**src/rtl/sram_dp_clr.sv**
```systemverilog
// Simple dual-port SRAM with byte-enable writes and a registered read port.
// A built-in clear engine fills the array with INIT_VAL after reset and on request.
module sram_dp_clr #(
    parameter int unsigned       DATA_W   = 8,
    parameter int unsigned       ADDR_W   = 4,
    parameter bit                RDW_MODE = 1'b0,
    parameter logic [DATA_W-1:0] INIT_VAL = '0
) (
    input  logic                clk,
    input  logic                rst,
    input  logic                clr_req,
    output logic                busy,
    input  logic                we,
    input  logic [ADDR_W-1:0]   waddr,
    input  logic [DATA_W/8-1:0] wbe,
    input  logic [DATA_W-1:0]   wdata,
    input  logic                re,
    input  logic [ADDR_W-1:0]   raddr,
    output logic [DATA_W-1:0]   rdata,
    output logic                rvalid
);

    // state | meaning
    // CLEAR | clear engine writes INIT_VAL to mem[clr_addr]; user access ignored
    // IDLE  | user reads and writes serviced; clr_req starts a new clear

    localparam int unsigned DEPTH = 2 ** ADDR_W;
    localparam int unsigned NB    = DATA_W / 8;

    generate
        if ((DATA_W % 8) != 0 || DATA_W == 0) begin : g_bad_width
            $error("sram_dp_clr: DATA_W must be a non-zero multiple of 8");
        end
    endgenerate

    typedef enum logic {
        CLEAR = 1'b0,
        IDLE  = 1'b1
    } state_t;

    state_t              state;
    state_t              next_state;
    logic [ADDR_W-1:0]   clr_addr;
    logic [ADDR_W-1:0]   next_clr_addr;
    logic                clr_we;
    logic                user_we;
    logic                user_re;
    logic [DATA_W-1:0]   wr_word;
    logic [DATA_W-1:0]   mem [DEPTH];

    always_ff @(posedge clk or posedge rst) begin
        if (rst) begin
            state    <= CLEAR;
            clr_addr <= '0;
        end else begin
            state    <= next_state;
            clr_addr <= next_clr_addr;
        end
    end

    always_comb begin
        next_state    = state;
        next_clr_addr = clr_addr;
        busy          = 1'b0;
        clr_we        = 1'b0;
        case (state)
            CLEAR: begin
                busy          = 1'b1;
                clr_we        = 1'b1;
                next_clr_addr = clr_addr + 1'b1;
                if (&clr_addr) begin
                    next_state = IDLE;
                end
            end
            IDLE: begin
                if (clr_req) begin
                    next_state    = CLEAR;
                    next_clr_addr = '0;
                end
            end
            default: begin
                next_state    = CLEAR;
                next_clr_addr = '0;
            end
        endcase
    end

    assign user_we = (state == IDLE) && we;
    assign user_re = (state == IDLE) && re;

    // Merged word is also the RDW_MODE=1 collision result, so both paths share it.
    always_comb begin
        wr_word = mem[waddr];
        for (int i = 0; i < NB; i++) begin
            if (wbe[i]) begin
                wr_word[8*i +: 8] = wdata[8*i +: 8];
            end
        end
    end

    always_ff @(posedge clk) begin
        if (clr_we) begin
            mem[clr_addr] <= INIT_VAL;
        end else if (user_we) begin
            mem[waddr] <= wr_word;
        end
    end

    always_ff @(posedge clk or posedge rst) begin
        if (rst) begin
            rdata  <= '0;
            rvalid <= 1'b0;
        end else begin
            rvalid <= user_re;
            if (user_re) begin
                if (RDW_MODE && user_we && (waddr == raddr)) begin
                    rdata <= wr_word;
                end else begin
                    rdata <= mem[raddr];
                end
            end
        end
    end

endmodule

```
**config.mk**
```make
export PLATFORM = sky130hd
export DESIGN_NAME = sram_dp_clr
export DESIGN_NICKNAME = d
export VERILOG_FILES = /design/src/rtl/sram_dp_clr.sv
export SDC_FILE = /design/constraint.sdc
export NUM_CORES = 1
export LEC_CHECK = 0
export CAP_MARGIN = 20
export CORE_MARGIN = 5
export CORE_UTILIZATION = 45
export CTS_BUF_LIST = sky130_fd_sc_hd__clkbuf_2 sky130_fd_sc_hd__clkbuf_4 sky130_fd_sc_hd__clkbuf_8
export CTS_CLUSTER_SIZE = 24
export DETAILED_ROUTE_END_ITERATION = 7
export GPL_TIMING_DRIVEN = 0
export PLACE_DENSITY_LB_ADDON = 0.12
export SLEW_MARGIN = 25
export SYNTH_ARGS = -nofsm -noshare
export SYNTH_HDL_FRONTEND = slang
export SYNTH_SLANG_ARGS = --single-unit
export TNS_END_PERCENT = 5
```
**constraint.sdc**
```tcl
create_clock -name clk -period 4 [get_ports clk]
set_input_delay 0.8 -clock clk [delete_from_list [all_inputs] [get_ports clk]]
set_output_delay 0.8 -clock clk [all_outputs]
set_load 0.1 [all_outputs]
```
Run 1, logic cells by family:
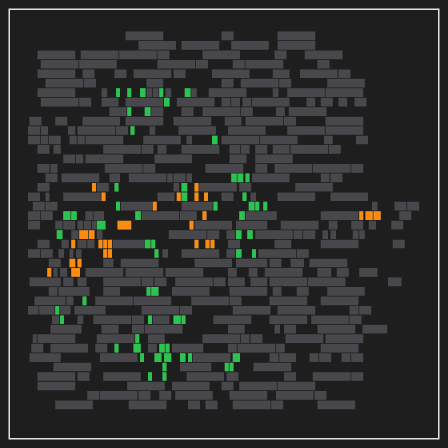
Orange marks NOR gates, cells 28, most used nor2_1. Green marks NAND gates, cells 59, most used nand2_1.
most frequent logic cell in the layout: sky130_fd_sc_hd__edfxtp_1
multi-input combinational area share: 21.16%
final cell count without fillers: 603

Run 1, track usage over the die:
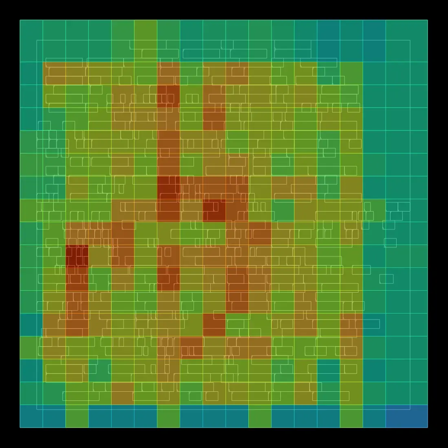
drt wl/cell: 21.07 um
met2 Track Usage GR: 27.71%

==> run notes, run 1 <==
Counting every instance in the synthesized netlist gives 369. The fraction of layout cells with a size suffix above 1 is 11.83%, and the total of buffers placed on input and output ports is 30. For the count of TritonRoute iterations in the first routing pass, the log shows 5. The most frequently used library cell after synthesis is sky130_fd_sc_hd__edfxtp_1.

After layout, the design draws a total of 0.004158 W. The run finished with clean final reports. The worst setup path is of the flip-flop to primary output kind. All stages included, the depth of the critical timing path comes to 2.

Looking at the clock tree report, the root buffer type is sky130_fd_sc_hd__clkbuf_8. For this run, the leading register cell type out of synthesis is sky130_fd_sc_hd__edfxtp_1. After detailed routing, the number of vias per cell comes to 5.310. The transition time recorded at the tightest slew-check pin is 1.016 ns. The fmax came out at 343.1 MHz.

Nets still carrying antenna violations after routing amount to 0. At floorplan, the net count of the design was reported as 392. The setup total negative slack is 0 ns. Note that the worst hold path type here is flip-flop to flip-flop. During I/O placement, the number of pins put on the boundary was 32. The run gives 72.87% for the share of the clock period used by the worst path after layout. Setup repair after global routing left no endpoint under its margin.
Run 1, routed metal, one color a layer:
Scale bar: 20 um. Two of the layers only.
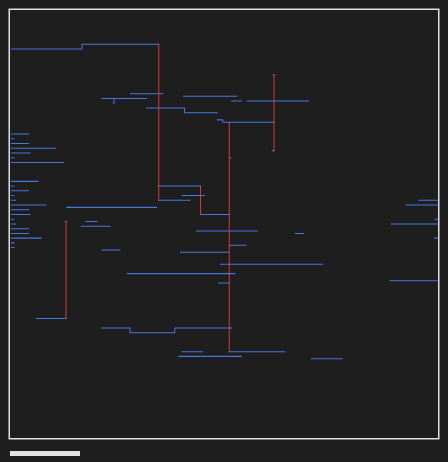
Blue marks met3, wire length 561 um. Red marks met4, wire length 169 um.
total number of vias: 3202
final wirelength: 12710 um
total global-route track usage: 17.99%

## run 1: worst reg2reg max path: stages (launching register included)
cell and delay [ns]:
sky130_fd_sc_hd__dfrtp_1 0.40, sky130_fd_sc_hd__buf_2 0.19, sky130_fd_sc_hd__nor3b_1 0.32, sky130_fd_sc_hd__a31oi_1 0.17
sky130_fd_sc_hd__nor2_1 0.72
## run 1: power by group
| group | leakage, nW | total, W | internal, W | switching (W) |
|---|---|---|---|---|
| combinational | 0.879 | 0.000998 | 0.000264 | 0.000733 |
| clock | 0.187 | 0.00112 | 0.000568 | 0.000551 |
| sequential | 1.41 | 0.00204 | 0.00193 | 0.000113 |
## run 1: sequential cells by signal, indices dropped and copies added (netlist names)
name	cells
rdata	8
rvalid	1
mem	128
state	1
clr_addr	4
## run 1: layout make-up
cell class | instances | area, sq um | area share (%)
timing repair buffer | 30 | 300.3 | 4.510
clock buffer | 18 | 247.7 | 3.721
multi-input combinational | 206 | 1409 | 21.16
inverter | 5 | 18.77 | 0.2819
sequential | 142 | 4194 | 63.00
tap | 172 | 215.2 | 3.232
buffer | 16 | 128.9 | 1.936
clock inverter | 14 | 143.9 | 2.161
## run 1: stage by stage
step                instance area [sq um]  worst slack (ns)  utilization [%]  std cells
floorplan                            5751             1.847                -        369
global placement                     6266             1.000            49.86        571
detailed placement                   6266            0.9971            49.86        571
CTS                                  6658             1.051            52.97        603
global route                         6658            0.9693            52.97        603
finish                               6658             1.085            52.97        603
## run 1: cell usage in the layout (no fill, tap or decap), types with 2 or more instances in the layout
master	instances
sky130_fd_sc_hd__clkinv_4	2
sky130_fd_sc_hd__buf_4	2
sky130_fd_sc_hd__mux2i_1	64
sky130_fd_sc_hd__nor3_1	2
sky130_fd_sc_hd__nor3b_1	2
sky130_fd_sc_hd__clkdlybuf4s50_1	30
sky130_fd_sc_hd__a21oi_1	10
sky130_fd_sc_hd__a31oi_1	5
sky130_fd_sc_hd__clkbuf_8	18
sky130_fd_sc_hd__bufinv_16	2
sky130_fd_sc_hd__dfrtp_1	14
sky130_fd_sc_hd__and3_1	3
sky130_fd_sc_hd__nand3_1	20
sky130_fd_sc_hd__edfxtp_1	128
sky130_fd_sc_hd__buf_2	8
sky130_fd_sc_hd__buf_6	3
sky130_fd_sc_hd__a22oi_1	19
sky130_fd_sc_hd__nand2_1	31
sky130_fd_sc_hd__clkinv_2	4
sky130_fd_sc_hd__and2_1	9
sky130_fd_sc_hd__nor2_1	21
sky130_fd_sc_hd__clkinvlp_4	5
sky130_fd_sc_hd__inv_1	5
sky130_fd_sc_hd__nand4_1	6
sky130_fd_sc_hd__nor2b_1	2
## run 1: routing by layer
layer,vias to the layer above,track usage (%),share of wire (%)
li1,1504,-,-
met1,1594,25.67,48
met2,88,27.71,47
met3,16,4.392,4.4
met4,0,5.121,1.3
met5,-,0,0
## run 1: cell families (layout without fill, tap and decap cells)
family                   count (synthesis)  in the layout  synth area share (%)
flip-flops                             142            142                 72.93
AND/OR/NAND/NOR                         99             99                 8.181
multiplexers                            64             64                 11.14
AND-OR/OR-AND                           41             41                 4.809
buffers and inverters                   21             83                 2.567
adder cells (fa/ha/maj)                  1              1                0.2175
XOR/XNOR                                 1              1                0.1523
==> run 1 -> run 2 <==
==> constraint.sdc (replaced) <==
create_clock -name clk -period 2.58 [get_ports clk]
set_input_delay 0.516 -clock clk [delete_from_list [all_inputs] [get_ports clk]]
set_output_delay 0.516 -clock clk [all_outputs]
set_load 0.1 [all_outputs]
Run 2, logic cells by family:
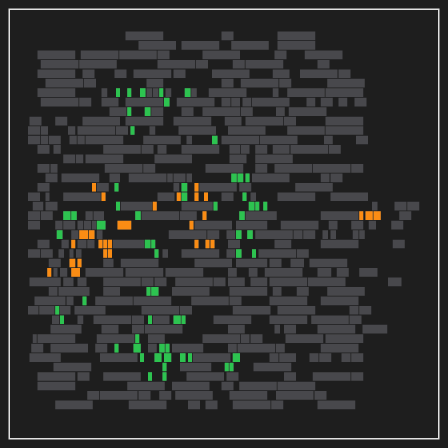
Orange marks NOR gates, cells 28, most used nor2_1. Green marks NAND gates, cells 59, most used nand2_1.
multi-input combinational area share: 21.17%

Run 2, routed metal, one color a layer:
Scale bar: 20 um. Two of the layers only.
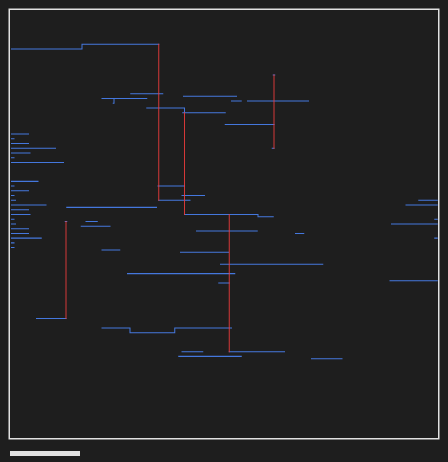
Red marks met4, wire length 163 um. Blue marks met3, wire length 569 um.
final wirelength: 12710 um
total number of vias: 3198
drt wl/cell: 21.08 um

==> run 2 against run 1 <==
Effect of this change: wire length is essentially flat; sequential power increased by 55%; clock-buffer cell count unchanged; highest routed layer unchanged; final cell count stayed put.
==> run notes, run 2 <==
mem holds more flip-flops than any other register. Of all cell types, the one taking the most synthesized area is sky130_fd_sc_hd__edfxtp_1. The total of buffers placed on input and output ports is 30 (unchanged).

The flow ran to the end, and the final reports show no timing, DRC or antenna violations. In the layout the commonest cells are 128 x sky130_fd_sc_hd__edfxtp_1, 64 x sky130_fd_sc_hd__mux2i_1, 31 x sky130_fd_sc_hd__nand2_1. The worst min-delay path category was primary input to asynchronous set/reset pin. The flip-flop count of the largest register, all copies and words added came out at 128 (unchanged). The number of nets in the layout is 441. The most used flip-flop cell after synthesis is sky130_fd_sc_hd__edfxtp_1. Number of global-route vias before repair: 3244.

With the count of pins on the block boundary at 32 (unchanged), the die span in x is 123.0 um. The most common cell in the synthesized netlist is sky130_fd_sc_hd__edfxtp_1. The via density per instance came out at 5.303 (-0.12%). Leaving out fill and tap cells, the most frequent cell in the layout is sky130_fd_sc_hd__edfxtp_1. In the final layout, the registers with the most flip-flops are mem x128, rdata x8, clr_addr x4.

The report puts the cell count of the worst reg-to-reg path at 4. The global-route total usage across every layer came out at 17.99% (unchanged). The cell sitting at the root of the clock tree is a sky130_fd_sc_hd__clkbuf_8. The tools report the leakage power summed over all cells as 2.471 nW. By area the synthesized netlist is led by sky130_fd_sc_hd__edfxtp_1 67%, sky130_fd_sc_hd__mux2i_1 11%, sky130_fd_sc_hd__dfrtp_1 6.1%.

The number of nets still failing antenna checks after routing was 0 (unchanged); the share of the clock period used by the worst path after layout was 96.99%. The ratio of total power to cell area is 968.2 nW/um^2. Max-slew check failures listed in the final report amount to 0. The slew at the pin closest to its max-slew limit works out to 1.016 ns (unchanged). Based on the critical path, the design can be clocked at up to 399.6 MHz. In this run the critical register-to-register path is captured at mem[4][5]. Setup repair after global routing left no endpoint under its margin.

The register bit count reported by yosys was 142. The run gives 5 (unchanged) as the count of TritonRoute iterations in the first routing pass. The sort of element at the end of the critical path was a primary output. 0 antenna diodes ended up in the layout. The post-synthesis cell count was 369 (unchanged).

The fraction of layout cells with a size suffix above 1 works out to 11.83% (unchanged). Endpoints failing hold in the final report were tallied at 0. Net count of the mapped netlist: 392 (unchanged).

The critical path is of the flip-flop to primary output type. The run gives 0 ns (unchanged) for the setup total negative slack. For the quantity of hold-fixing buffers added after cts, the log shows 0.
Run 2, placement by cell class:
Scale bar: 20 um.
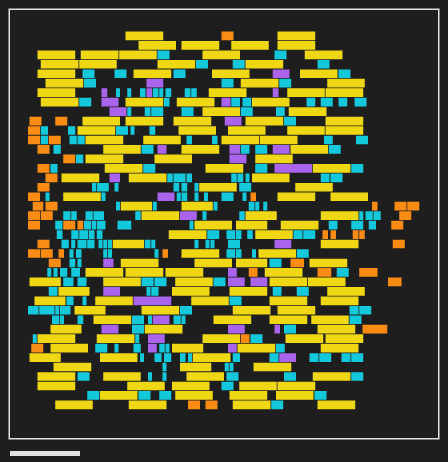
Purple marks clock drivers and dummy loads, cells 32, share of their area 6.1%. Orange marks other buffers and delay cells, cells 46, share of their area 6.6%. Yellow marks flops, cells 142, share of their area 65%. Cyan marks all other logic, cells 211, share of their area 22%.
Util after Layout: 52.96%
Core Box Area: 12570 sq um
register fraction of the total cell area: 63.01%
cell row count: 41

[run 2: cell types whose count changed in the layout (fill, tap and decap cells not counted)]
cell,before,now
sky130_fd_sc_hd__clkdlybuf4s50_1,30,29
sky130_fd_sc_hd__dlygate4sd2_1,0,1
[run 2: worst register-to-register path: stages (launching register included)]
cell and delay, ns:
sky130_fd_sc_hd__dfrtp_1 0.40, sky130_fd_sc_hd__buf_2 0.19, sky130_fd_sc_hd__nor3b_1 0.32, sky130_fd_sc_hd__a31oi_1 0.17, sky130_fd_sc_hd__nor2_1 0.72
[run 2: cells by family (layout without fill, tap and decap cells)]
family	Yosys count	count (layout)	synth area share, %
AOI/OAI and AO/OA	41	41	4.809
and+or+nand+nor	99	99	8.181
xor gates and xnor gates	1	1	0.1523
buffers and inverters	21	83	2.567
DFF	142	142	72.93
muxes	64	64	11.14
adders and majority gates	1	1	0.2175
[run 2: worst max path at each step]
stage                        start    endpoint  slack (ns)  cells past startpoint
after floorplan              state  mem[13][0]        0.43                      4
after global placement         wbe   mem[2][3]       -0.14                      5
after detailed placement       wbe  mem[12][1]       -0.14                      5
after CTS                 rdata[7]    rdata[7]        0.06                      1
after global routing      rdata[3]    rdata[3]        0.03                      1
final                     rdata[3]    rdata[3]        0.08                      1
[run 2: area by class of cell]
type | count | area [sq um]
multi-input cells | 206 | 1409
well taps | 172 | 215.2
inverters | 5 | 18.77
plain buffers | 16 | 128.9
flip-flops and latches | 142 | 4194
clock inverters | 14 | 143.9
clock buffers | 18 | 247.7
repair buffers | 30 | 299.0
fillers | 1044 | 5912
[run 2: per-layer routing]
layer | vias to the layer above | wire [um] | GRT usage (%)
li1 | 1504 | - | -
met3 | 14 | 568 | 4.392
met5 | - | 0 | 0
met1 | 1592 | 6045 | 25.67
met2 | 88 | 5934 | 27.71
met4 | 0 | 162 | 5.121
[run 2: through the flow]
stage,cells,power (W),area [sq um],worst slack (ns)
4_1_cts,603,0.006468,6656,0.06222
6_report,603,0.006445,6656,0.07772
2_1_floorplan,369,0.004272,5751,0.4272
3_3_place_gp,571,0.004746,6266,-0.1359
3_5_place_dp,571,0.004769,6266,-0.1390
5_1_grt,603,0.006715,6656,0.02821
[run 2: repair_timing]
item	in CTS	in global routing
buffers inserted	0	0
endpoints found under the setup margin	1	0
hold endpoints to repair	0	0
resized	1	0
[run 2: power breakdown]
| part | internal, W | switching [W] |
|---|---|---|
| Clock | 0.000880 | 0.000857 |
| Combinational | 0.000406 | 0.00114 |
| Sequential | 0.00299 | 0.000175 |
==> run 2 -> run 3 <==
--- a/config.mk
+++ b/config.mk
@@ -11,8 +11,8 @@
 export CTS_BUF_LIST = sky130_fd_sc_hd__clkbuf_2 sky130_fd_sc_hd__clkbuf_4 sky130_fd_sc_hd__clkbuf_8
 export CTS_CLUSTER_SIZE = 24
 export DETAILED_ROUTE_END_ITERATION = 7
-export GPL_TIMING_DRIVEN = 0
 export PLACE_DENSITY_LB_ADDON = 0.12
+export RECOVER_POWER = 25
 export SLEW_MARGIN = 25
 export SYNTH_ARGS = -nofsm -noshare
 export SYNTH_HDL_FRONTEND = slang
Run 3, logic cells by family:
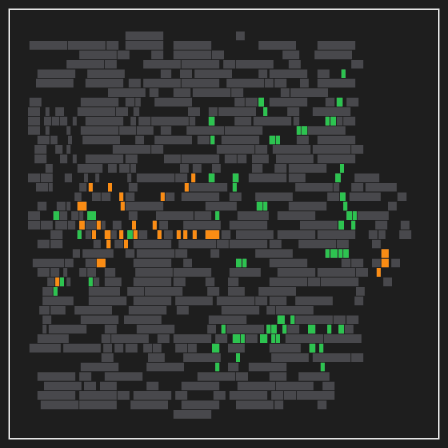
Green marks NAND gates, cells 59, most used nand2_1. Orange marks NOR gates, cells 28, most used nor2_1.
final cell count without fillers: 626
multi-input combinational area share: 20.66%

Run 3, where the registers sit:
Scale bar: 20 um. Other sequential cells in the stronger gray, the rest of the logic in the fainter gray.
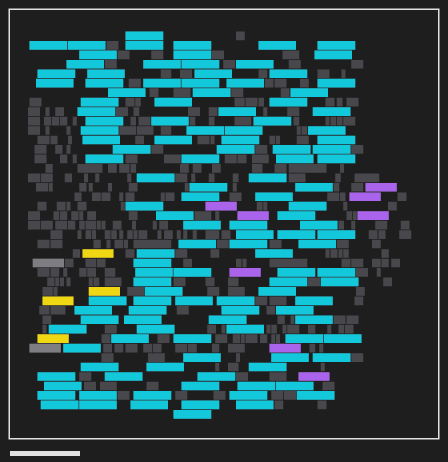
Purple marks rdata, sequential cells 8. Cyan marks mem, sequential cells 128. Yellow marks clr_addr, sequential cells 4.
Util after Layout: 54.16%
sequential power: 0.00316 W
register fraction of the total cell area: 61.62%
sequential cell area: 4194 sq um

==> run 3 against run 2 <==
Effect of this change: register-to-register slack improved by 0.11 ns; via count rose by 3.8%; worst hold slack improved by 0.018 ns; non-clock buffer count rose by 23; combinational power rose by 6%; highest routed layer unchanged; fmax rose by 12%.
==> run notes, run 3 <==
The flow ran to the end, and the final reports show no timing, DRC or antenna violations. The cell type contributing the most total cell area after synthesis is sky130_fd_sc_hd__edfxtp_1. The net count of the mapped netlist came out at 392 (unchanged).

The count of pins on the block boundary is 32 (unchanged), and the die span in x is 123.0 um (unchanged). mem holds more flip-flops than any other register. Number of diodes: 0 (unchanged). By instance count after routing, the leading logic cell types are 128 x sky130_fd_sc_hd__edfxtp_1, 64 x sky130_fd_sc_hd__mux2i_1, 35 x sky130_fd_sc_hd__buf_4.

Register bit count reported by yosys: 142 (unchanged). The critical path startpoint is wbe. For the count of final hold-check violations, the log shows 0 (unchanged).

For the clock network fraction of total power, the log shows 28.0% (+1.1 points). The share of the clock period used by the worst path after layout was 86.58% (-10 points). Library cell used as clock root buffer: sky130_fd_sc_hd__clkbuf_8. The fmax is 447.7 MHz (+12%), and the flip-flop count of the largest register, all copies and words added is 128 (unchanged). The leakage power summed over all cells was 2.567 nW (+3.9%); the share of total power in sequential cells was 47.4% (-1.7 points). The number of cells upsized or downsized after cts came out at 0 (-1).

The via count of the routed design is 3320 (+3.8%). The logs give 5 (unchanged) for the count of TritonRoute iterations in the first routing pass and 0.006669 W (+3.5%) for the post-route total power. The proportion of power drawn by combinational gates is 24.6% (+0.7 points), and the setup total negative slack is 0 ns (unchanged). The fraction of layout cells with a size suffix above 1 works out to 15.64% (+3.8 points).

The worst setup timing slack at the placement stage was 0.01209 ns (+0.1510 ns). For reference, the most critical setup path is categorized as primary input to flip-flop. The ratio of total power to cell area works out to 979.9 nW/um^2 (+1.2%). The tools report the post-synthesis cell count as 369 (unchanged). The slew at the pin closest to its max-slew limit is 0.8570 ns (-0.1589 ns), and the switching share of power is 33.13% (-0.50 points). Number of placement rows: 41 (unchanged). The power dissipated by switching net loads was 0.002210 W (+1.9%). The registers reported with the highest flop counts are mem x128, rdata x8, clr_addr x4. The most used flip-flop cell after synthesis is sky130_fd_sc_hd__edfxtp_1. For the quantity of hold-fixing buffers added after cts, the log shows 0 (unchanged).

STA classifies the critical path endpoint as a flip-flop. Yosys attributes the largest share of cell area to sky130_fd_sc_hd__edfxtp_1 67%, sky130_fd_sc_hd__mux2i_1 11%, sky130_fd_sc_hd__dfrtp_1 6.1%. The run gives 464 (+5.2%) as the number of nets in the layout. The number of global-route vias before repair was 3361 (+3.6%).
Run 3, track usage over the die:
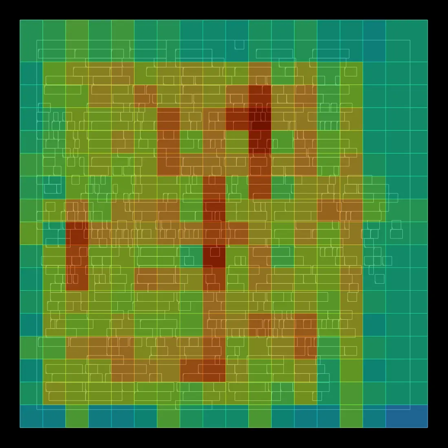
met3 routing resource usage after global routing: 4.483%
met1 routing resource usage after global routing: 26.70%
total global-route track usage: 18.42%
met2 Track Usage GR: 27.98%

## run 3: power groups by stage
stage | registers [W] | clock network [W] | logic, W
after floorplan | 0.00358 | 0 | 0.000692
after global placement | 0.00320 | 0 | 0.00164
after detailed placement | 0.00322 | 0 | 0.00167
after CTS | 0.00317 | 0.00189 | 0.00167
after global routing | 0.00320 | 0.00200 | 0.00175
final | 0.00316 | 0.00187 | 0.00164
## run 3: metal layers
layer  wire length, um  GRT usage [%]  up-vias
met5                 0              0        -
met4               133          5.190        0
met3               805          4.483       13
met2              6046          27.98      134
met1              5920          26.70     1612
li1                  -              -     1561
## run 3: kinds of logic after synthesis
family	synth area share [%]
xor gates and xnor gates	0.1523
AOI/OAI and AO/OA	4.809
muxes	11.14
adders and majority gates	0.2175
buffers and inverters	2.567
DFF	72.93
and+or+nand+nor	8.181
## run 3: final cells by class
class / instances / area [sq um]
well taps: 172 / 215.2
repair buffers: 69 / 548.0
clock inverters: 14 / 182.7
fillers: 1059 / 5762
clock buffers: 18 / 241.5
multi-input cells: 206 / 1406
flip-flops and latches: 142 / 4194
inverters: 5 / 18.77
## run 3: worst register-to-register path, cell delays in order, from the launching register on
cell,delay [ns]
sky130_fd_sc_hd__dfrtp_1,0.40
sky130_fd_sc_hd__clkbuf_1,0.23
sky130_fd_sc_hd__nor3_1,0.24
sky130_fd_sc_hd__a21oi_1,0.09
sky130_fd_sc_hd__buf_4,0.15
sky130_fd_sc_hd__nor2_1,0.59
## run 3: per-stage QoR
step	cell area, sq um	utilization, %
floorplan	5751	-
global placement	6430	51.16
detailed placement	6430	51.16
CTS	6854	54.53
global route	6807	54.16
finish	6807	54.16
## run 3: path summary, 6_finish.rpt
path,to,slack (ns),depth (start not counted)
min in group asynchronous,clr_addr[1],0.62,2
max reg2reg,mem[3][4],0.52,5
min reg2reg,rdata[0],0.49,2
min,rdata[0],0.49,2
max in group asynchronous,rdata[5],1.50,2
max,mem[5][3],0.35,5
Power figures rest on the tool's default switching activity, not on a simulated workload.
